<file path="config.mk">
export PLATFORM = sky130hd
export DESIGN_NAME = gpu_text_engine
export DESIGN_NICKNAME = d
export VERILOG_FILES = /design/src/rtl/gpu_pkg.sv /design/src/rtl/gpu_vram_arbiter.sv /design/src/rtl/gpu_text_engine.sv
export SDC_FILE = /design/constraint.sdc
export NUM_CORES = 1
export LEC_CHECK = 0
export CAP_MARGIN = 20
export CORE_ASPECT_RATIO = 2
export CORE_MARGIN = 2
export CORE_UTILIZATION = 50
export CTS_CLUSTER_SIZE = 40
export DETAILED_ROUTE_END_ITERATION = 10
export MAX_ROUTING_LAYER = met4
export PLACE_DENSITY = 0.81
export SLEW_MARGIN = 30
export SYNTH_ARGS = -nofsm -noshare
export SYNTH_HDL_FRONTEND = slang
export SYNTH_SLANG_ARGS = --single-unit
</file>
<file path="constraint.sdc">
create_clock -name clk -period 3.5 [get_ports clk]
set_input_delay 0.875 -clock clk [delete_from_list [all_inputs] [get_ports clk]]
set_output_delay 0.875 -clock clk [all_outputs]
set_load 0.05 [all_outputs]
</file>
<file path="src/rtl/gpu_pkg.sv">
// Shared definitions for the text engine: FSM state encoding, text grid size,
// register offsets within the engine's I/O window and CTRL bit positions.
package gpu_pkg;

    localparam int COLS      = 80;
    localparam int ROWS      = 30;
    localparam int VRAM_SIZE = COLS * ROWS;

    // Register offsets from the engine I/O base address
    localparam logic [7:0] REG_CTRL_OFS = 8'd0;
    localparam logic [7:0] REG_FILL_OFS = 8'd1;

    // CTRL write bit positions
    localparam int CTRL_SCROLL_BIT = 0;
    localparam int CTRL_FILL_BIT   = 1;
    localparam int CTRL_IE_BIT     = 2;
    localparam int CTRL_FLAG_BIT   = 3;

    localparam logic [7:0] FILL_CHAR_RESET = 8'h20;

    typedef enum logic [2:0] {
        ST_IDLE   = 3'd0,
        ST_SC_RD  = 3'd1,
        ST_SC_CAP = 3'd2,
        ST_SC_WR  = 3'd3,
        ST_FILL   = 3'd4,
        ST_DONE   = 3'd5
    } gpu_state_e;

endpackage

</file>
<file path="src/rtl/gpu_vram_arbiter.sv">
// Fixed-priority mux for the single VRAM port: a CPU write always wins,
// otherwise the engine request passes through.
// Ports:
//   cpu_req/cpu_addr/cpu_wdata   : in-range CPU write request (already decoded)
//   eng_we/eng_re/eng_addr/...   : engine request for this cycle
//   eng_grant                    : 1 when the engine's request reached the port
//   vram_addr/wdata/we/re        : shared VRAM port
module gpu_vram_arbiter (
    input  logic        cpu_req,
    input  logic [11:0] cpu_addr,
    input  logic [7:0]  cpu_wdata,
    input  logic        eng_we,
    input  logic        eng_re,
    input  logic [11:0] eng_addr,
    input  logic [7:0]  eng_wdata,
    output logic        eng_grant,
    output logic [11:0] vram_addr,
    output logic [7:0]  vram_wdata,
    output logic        vram_we,
    output logic        vram_re
);

    always_comb begin
        eng_grant  = ~cpu_req;
        vram_addr  = eng_addr;
        vram_wdata = eng_wdata;
        vram_we    = eng_we;
        vram_re    = eng_re;
        if (cpu_req) begin
            vram_addr  = cpu_addr;
            vram_wdata = cpu_wdata;
            vram_we    = 1'b1;
            vram_re    = 1'b0;
        end
    end

endmodule

</file>
<file path="src/rtl/gpu_text_engine.sv">
// Text-mode VRAM engine: scrolls the grid up one row (bottom row cleared with
// the FILL character) or fills the whole grid, sharing one VRAM port with CPU
// memory writes, which always take priority.
// Ports:
//   clk, rst                       : clock, synchronous active-high reset
//   din, address, w_en, r_en       : CPU data/address and I/O strobes
//   vram_w_en_cpu                  : CPU memory write strobe toward VRAM
//   dout                           : registered I/O read data (0 when not reading)
//   vram_addr/wdata/we/re, rdata   : shared VRAM port (rdata valid 1 cycle after re)
//   engine_done_interrupt_flag(_clr): completion flag and its clear
//
// Handshake: the engine presents one request per cycle and only advances a
// port-using state when eng_grant is high; otherwise it re-presents the same
// request next cycle. SC_CAP uses no port cycle and always advances.
module gpu_text_engine #(
    parameter logic [7:0]  GPU_ENGINE_IO_ADDRESS = 8'h01,
    parameter logic [15:0] GPU_VRAM_ADDRESS      = 16'h2000,
    parameter int          COLS                  = gpu_pkg::COLS,
    parameter int          ROWS                  = gpu_pkg::ROWS
) (
    input  logic        clk,
    input  logic        rst,
    input  logic [7:0]  din,
    input  logic [15:0] address,
    input  logic        w_en,
    input  logic        r_en,
    input  logic        vram_w_en_cpu,
    output logic [7:0]  dout,
    output logic [11:0] vram_addr,
    output logic [7:0]  vram_wdata,
    output logic        vram_we,
    output logic        vram_re,
    input  logic [7:0]  vram_rdata,
    output logic        engine_done_interrupt_flag,
    input  logic        engine_done_interrupt_flag_clr
);

    localparam int          VRAM_SIZE   = COLS * ROWS;
    localparam logic [11:0] COLS_12     = 12'(COLS);
    localparam logic [11:0] LAST_IDX    = 12'(VRAM_SIZE - 1);
    localparam logic [11:0] SCROLL_LAST = 12'(VRAM_SIZE - COLS - 1);
    localparam logic [15:0] VRAM_SIZE_16 = 16'(VRAM_SIZE);

    import gpu_pkg::*;

    localparam logic [15:0] CTRL_ADDR = 16'(GPU_ENGINE_IO_ADDRESS) + 16'(REG_CTRL_OFS);
    localparam logic [15:0] FILL_ADDR = 16'(GPU_ENGINE_IO_ADDRESS) + 16'(REG_FILL_OFS);

    gpu_state_e  state_q, state_d;
    logic [11:0] idx_q, idx_d;
    logic [7:0]  cap_q, cap_d;
    logic [7:0]  fill_q, fill_d;
    logic [7:0]  dout_q, dout_d;
    logic        op_q, op_d;        // 1 = fill, 0 = scroll
    logic        ie_q, ie_d;
    logic        fv_q, fv_d;        // last written flag value
    logic        flag_q, flag_d;

    logic        ctrl_wr, fill_wr, ctrl_rd, fill_rd;
    logic        busy;
    logic        done_set;
    logic [15:0] cpu_off;
    logic        cpu_req;
    logic        eng_we, eng_re, eng_grant;
    logic [11:0] eng_addr;
    logic [7:0]  eng_wdata;

    // CPU write window; the subtraction wraps below the base, hence both tests
    assign cpu_off = address - GPU_VRAM_ADDRESS;
    assign cpu_req = vram_w_en_cpu && (address >= GPU_VRAM_ADDRESS) && (cpu_off < VRAM_SIZE_16);

    assign ctrl_wr = w_en && (address == CTRL_ADDR);
    assign fill_wr = w_en && (address == FILL_ADDR);
    assign ctrl_rd = r_en && (address == CTRL_ADDR);
    assign fill_rd = r_en && (address == FILL_ADDR);
    assign busy    = (state_q != ST_IDLE);

    always_comb begin
        state_d   = state_q;
        idx_d     = idx_q;
        cap_d     = cap_q;
        fill_d    = fill_q;
        op_d      = op_q;
        ie_d      = ie_q;
        fv_d      = fv_q;
        flag_d    = flag_q;
        dout_d    = 8'h00;
        done_set  = 1'b0;
        eng_we    = 1'b0;
        eng_re    = 1'b0;
        eng_addr  = idx_q;
        eng_wdata = fill_q;

        if (ctrl_wr) begin
            ie_d = din[CTRL_IE_BIT];
            fv_d = din[CTRL_FLAG_BIT];
        end
        if (fill_wr) begin
            fill_d = din;
        end

        case (state_q)
            ST_IDLE: begin
                // fill has priority when both start bits are written
                if (ctrl_wr && din[CTRL_FILL_BIT]) begin
                    state_d = ST_FILL;
                    idx_d   = 12'd0;
                    op_d    = 1'b1;
                end else if (ctrl_wr && din[CTRL_SCROLL_BIT]) begin
                    state_d = ST_SC_RD;
                    idx_d   = 12'd0;
                    op_d    = 1'b0;
                end
            end
            ST_SC_RD: begin
                eng_re   = 1'b1;
                eng_addr = idx_q + COLS_12;
                if (eng_grant) state_d = ST_SC_CAP;
            end
            ST_SC_CAP: begin
                // read was issued last cycle, so data is valid regardless of ownership
                cap_d   = vram_rdata;
                state_d = ST_SC_WR;
            end
            ST_SC_WR: begin
                eng_we    = 1'b1;
                eng_wdata = cap_q;
                if (eng_grant) begin
                    if (idx_q == SCROLL_LAST) begin
                        idx_d   = SCROLL_LAST + 12'd1;
                        state_d = ST_FILL;
                    end else begin
                        idx_d   = idx_q + 12'd1;
                        state_d = ST_SC_RD;
                    end
                end
            end
            ST_FILL: begin
                eng_we = 1'b1;
                if (eng_grant) begin
                    if (idx_q == LAST_IDX) begin
                        state_d = ST_DONE;
                    end else begin
                        idx_d = idx_q + 12'd1;
                    end
                end
            end
            ST_DONE: begin
                done_set = ie_q;
                state_d  = ST_IDLE;
            end
            default: begin
                state_d = ST_IDLE;
            end
        endcase

        if (engine_done_interrupt_flag_clr) begin
            flag_d = 1'b0;
        end else if (ctrl_wr) begin
            flag_d = din[CTRL_FLAG_BIT];
        end else if (done_set) begin
            flag_d = 1'b1;
        end

        if (ctrl_rd) begin
            dout_d = {busy, 3'b000, op_q, fv_q, ie_q, flag_q};
        end else if (fill_rd) begin
            dout_d = fill_q;
        end
    end

    always_ff @(posedge clk) begin
        if (rst) begin
            state_q <= ST_IDLE;
            idx_q   <= 12'd0;
            cap_q   <= 8'h00;
            fill_q  <= FILL_CHAR_RESET;
            dout_q  <= 8'h00;
            op_q    <= 1'b0;
            ie_q    <= 1'b0;
            fv_q    <= 1'b0;
            flag_q  <= 1'b0;
        end else begin
            state_q <= state_d;
            idx_q   <= idx_d;
            cap_q   <= cap_d;
            fill_q  <= fill_d;
            dout_q  <= dout_d;
            op_q    <= op_d;
            ie_q    <= ie_d;
            fv_q    <= fv_d;
            flag_q  <= flag_d;
        end
    end

    gpu_vram_arbiter u_arb (
        .cpu_req   (cpu_req),
        .cpu_addr  (cpu_off[11:0]),
        .cpu_wdata (din),
        .eng_we    (eng_we),
        .eng_re    (eng_re),
        .eng_addr  (eng_addr),
        .eng_wdata (eng_wdata),
        .eng_grant (eng_grant),
        .vram_addr (vram_addr),
        .vram_wdata(vram_wdata),
        .vram_we   (vram_we),
        .vram_re   (vram_re)
    );

    assign dout                       = dout_q;
    assign engine_done_interrupt_flag = flag_q;

endmodule
</file>
wires.png
(6 px per µm) Two of the layers only.
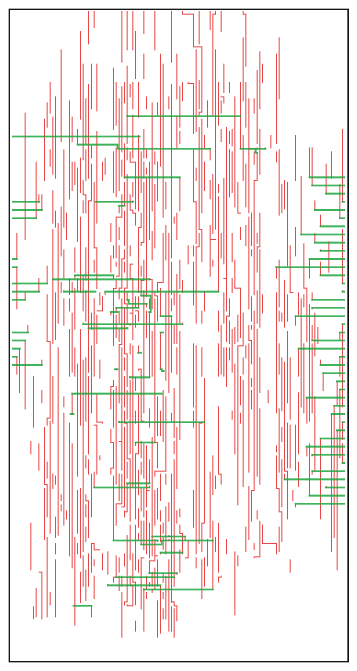
metal 3 -> green  # wire length 486 µm
metal 2 -> red  # wire length 4080 µm
DR vias: 2695
DR WL/cell: 17.1 µm
DRT Wirelength: 7830 µm

io_fan.png
(3 px per µm)
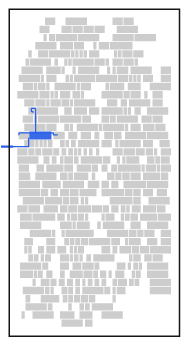
engine_done_interrupt_flag -> blue  # bits 1, direction output, edge west, end cells 1, buffers 1, wire 34.2 µm
Buffers on Ports: 68
Top Ports: 69

==> impl_metrics.toml <==
# yosys + openroad results
[sta]
slew_headroom_pct = 44.6
fin_crit_sh_pct = 98.0
slew_violations = 0
rsz0062_at_grt = "no"
fin_setup_tns_ns = 0
fmax_ghz = 0.291
worst_slew_pin_slew_ns = 0.827
setup-violations-final = 0
clock-skew-final_ns = 0.00317

[critical_path]
cp-start-kind = "primary input"
path_class = "primary input to primary output"
timing.critical_path.from = "address[7]"
cpMostUsedCell = "buf_12"
worstPathCellList = "clkdlybuf4s50_1, a211o_1, o21ai_2, nand2_2, buf_12, mux2_2, buf_12"
cp.buffers_inverters = 3
required_ns = 2.62
arrival_ns = 2.56
slowest_delay_ns = 0.43
reg2regPathDepth = 6
slowest_stage = "clkdlybuf4s50_1"
worstPathMaxFanout = 25
endpoint = "vram_addr[3]"

[pwr]
power_uw = 942
p_comb_share_pct = 14.1
pwr-share-seq_pct = 51.9
p_leak_uw = 0.00141
comb_cell_power_uw = 133

[final_layout]
buffers = 88
num-clock-buffers = 6
nonClkBufAreaFrac_pct = 27.0
n_fill_cell = 382
layout_top_cell = "nor2_1"
diodes = 0
comb_cells = 254
most-common-layout-cells = "nor2_1 (52), dfxtp_1 (43), clkdlybuf4s50_1 (43)"
stdcell_count = 459
fin_util_pct = 73.2
final-comb-area_um2 = 1800
comb_area_share_pct = 46.2
fin_area_um2 = 3900
largest-register = "idx_q"
sh_seq_area_pct = 22.1

[detailed_routing]
drt_iter0_markers = 90
met1_length_um = 3130
route.detailed.drc = 0
drt-vias-per-instance = 5.87
met3_length_um = 485

[global_route]
grt_busiest_layer = "met2"
grt-ovfl-total = 0
grt_pass1_wl_um = 12900
grt_antenna_before_repair = 0
grt_start_max_net_pins = 26
met2_usage_pct = 47.7

[clock_network]
clock_latency_ns = 0.31
root_buffer = "clkbuf_8"
path_clk_slew_ns = 0.08
numCtsBuffers = 5
numClockSinks = 43
hold_buffers = 0
clk_path_buf_depth = 2
post_cts_buffers = 2

[die]
coreArea_um2 = 5330
n_tap_cell = 60
rows = 38

[yosys]
synth_cells = 323
ys_sh_xor_pct = 2.89
ys_warn_count = 0
top_cells_by_count = "nor2_1 (54), dfxtp_1 (43), nand2_1 (32)"
synthArstFlopShare_pct = 0
edf_count = 0
yosys_most_used_dff = "dfxtp_1"
top_area_cell = "dfxtp_1"
logic_family = "simple AND/OR/NAND/NOR gates"
top_cell_area_share_pct = 31.5

[place]
place_area_um2 = 3710

[flow_run]
cap_violations = 0
warnings = 29

[worst_hold_path]
whs_path_depth = 2
hp-start = "op_q"
hp-class = "register to register"

[outcome]
status = "finished clean"
io_placement.png
(6 px per µm) Pins as bars across the die edge, other pins in gray.
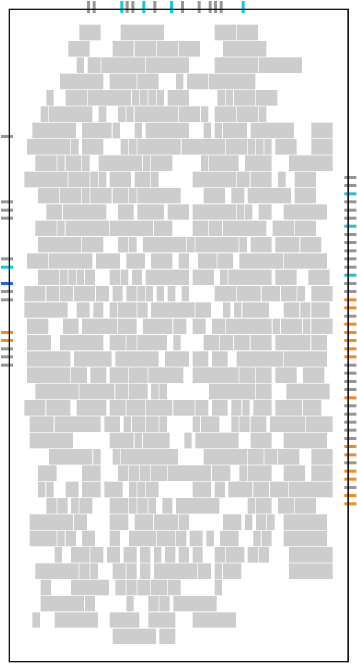
vram_wdata -> cyan  # pins 8, direction output, edge 4 north, 3 east, 1 west
engine_done_interrupt_flag -> blue  # pins 1, direction output, edge west
address -> orange  # pins 16, direction input, edge 14 east, 2 west
all pins by edge = 41 east, 14 west, 14 north
die height: 108 µm
Die X: 56.2 µm

Power figures rest on the tool's default switching activity, not on a simulated workload.
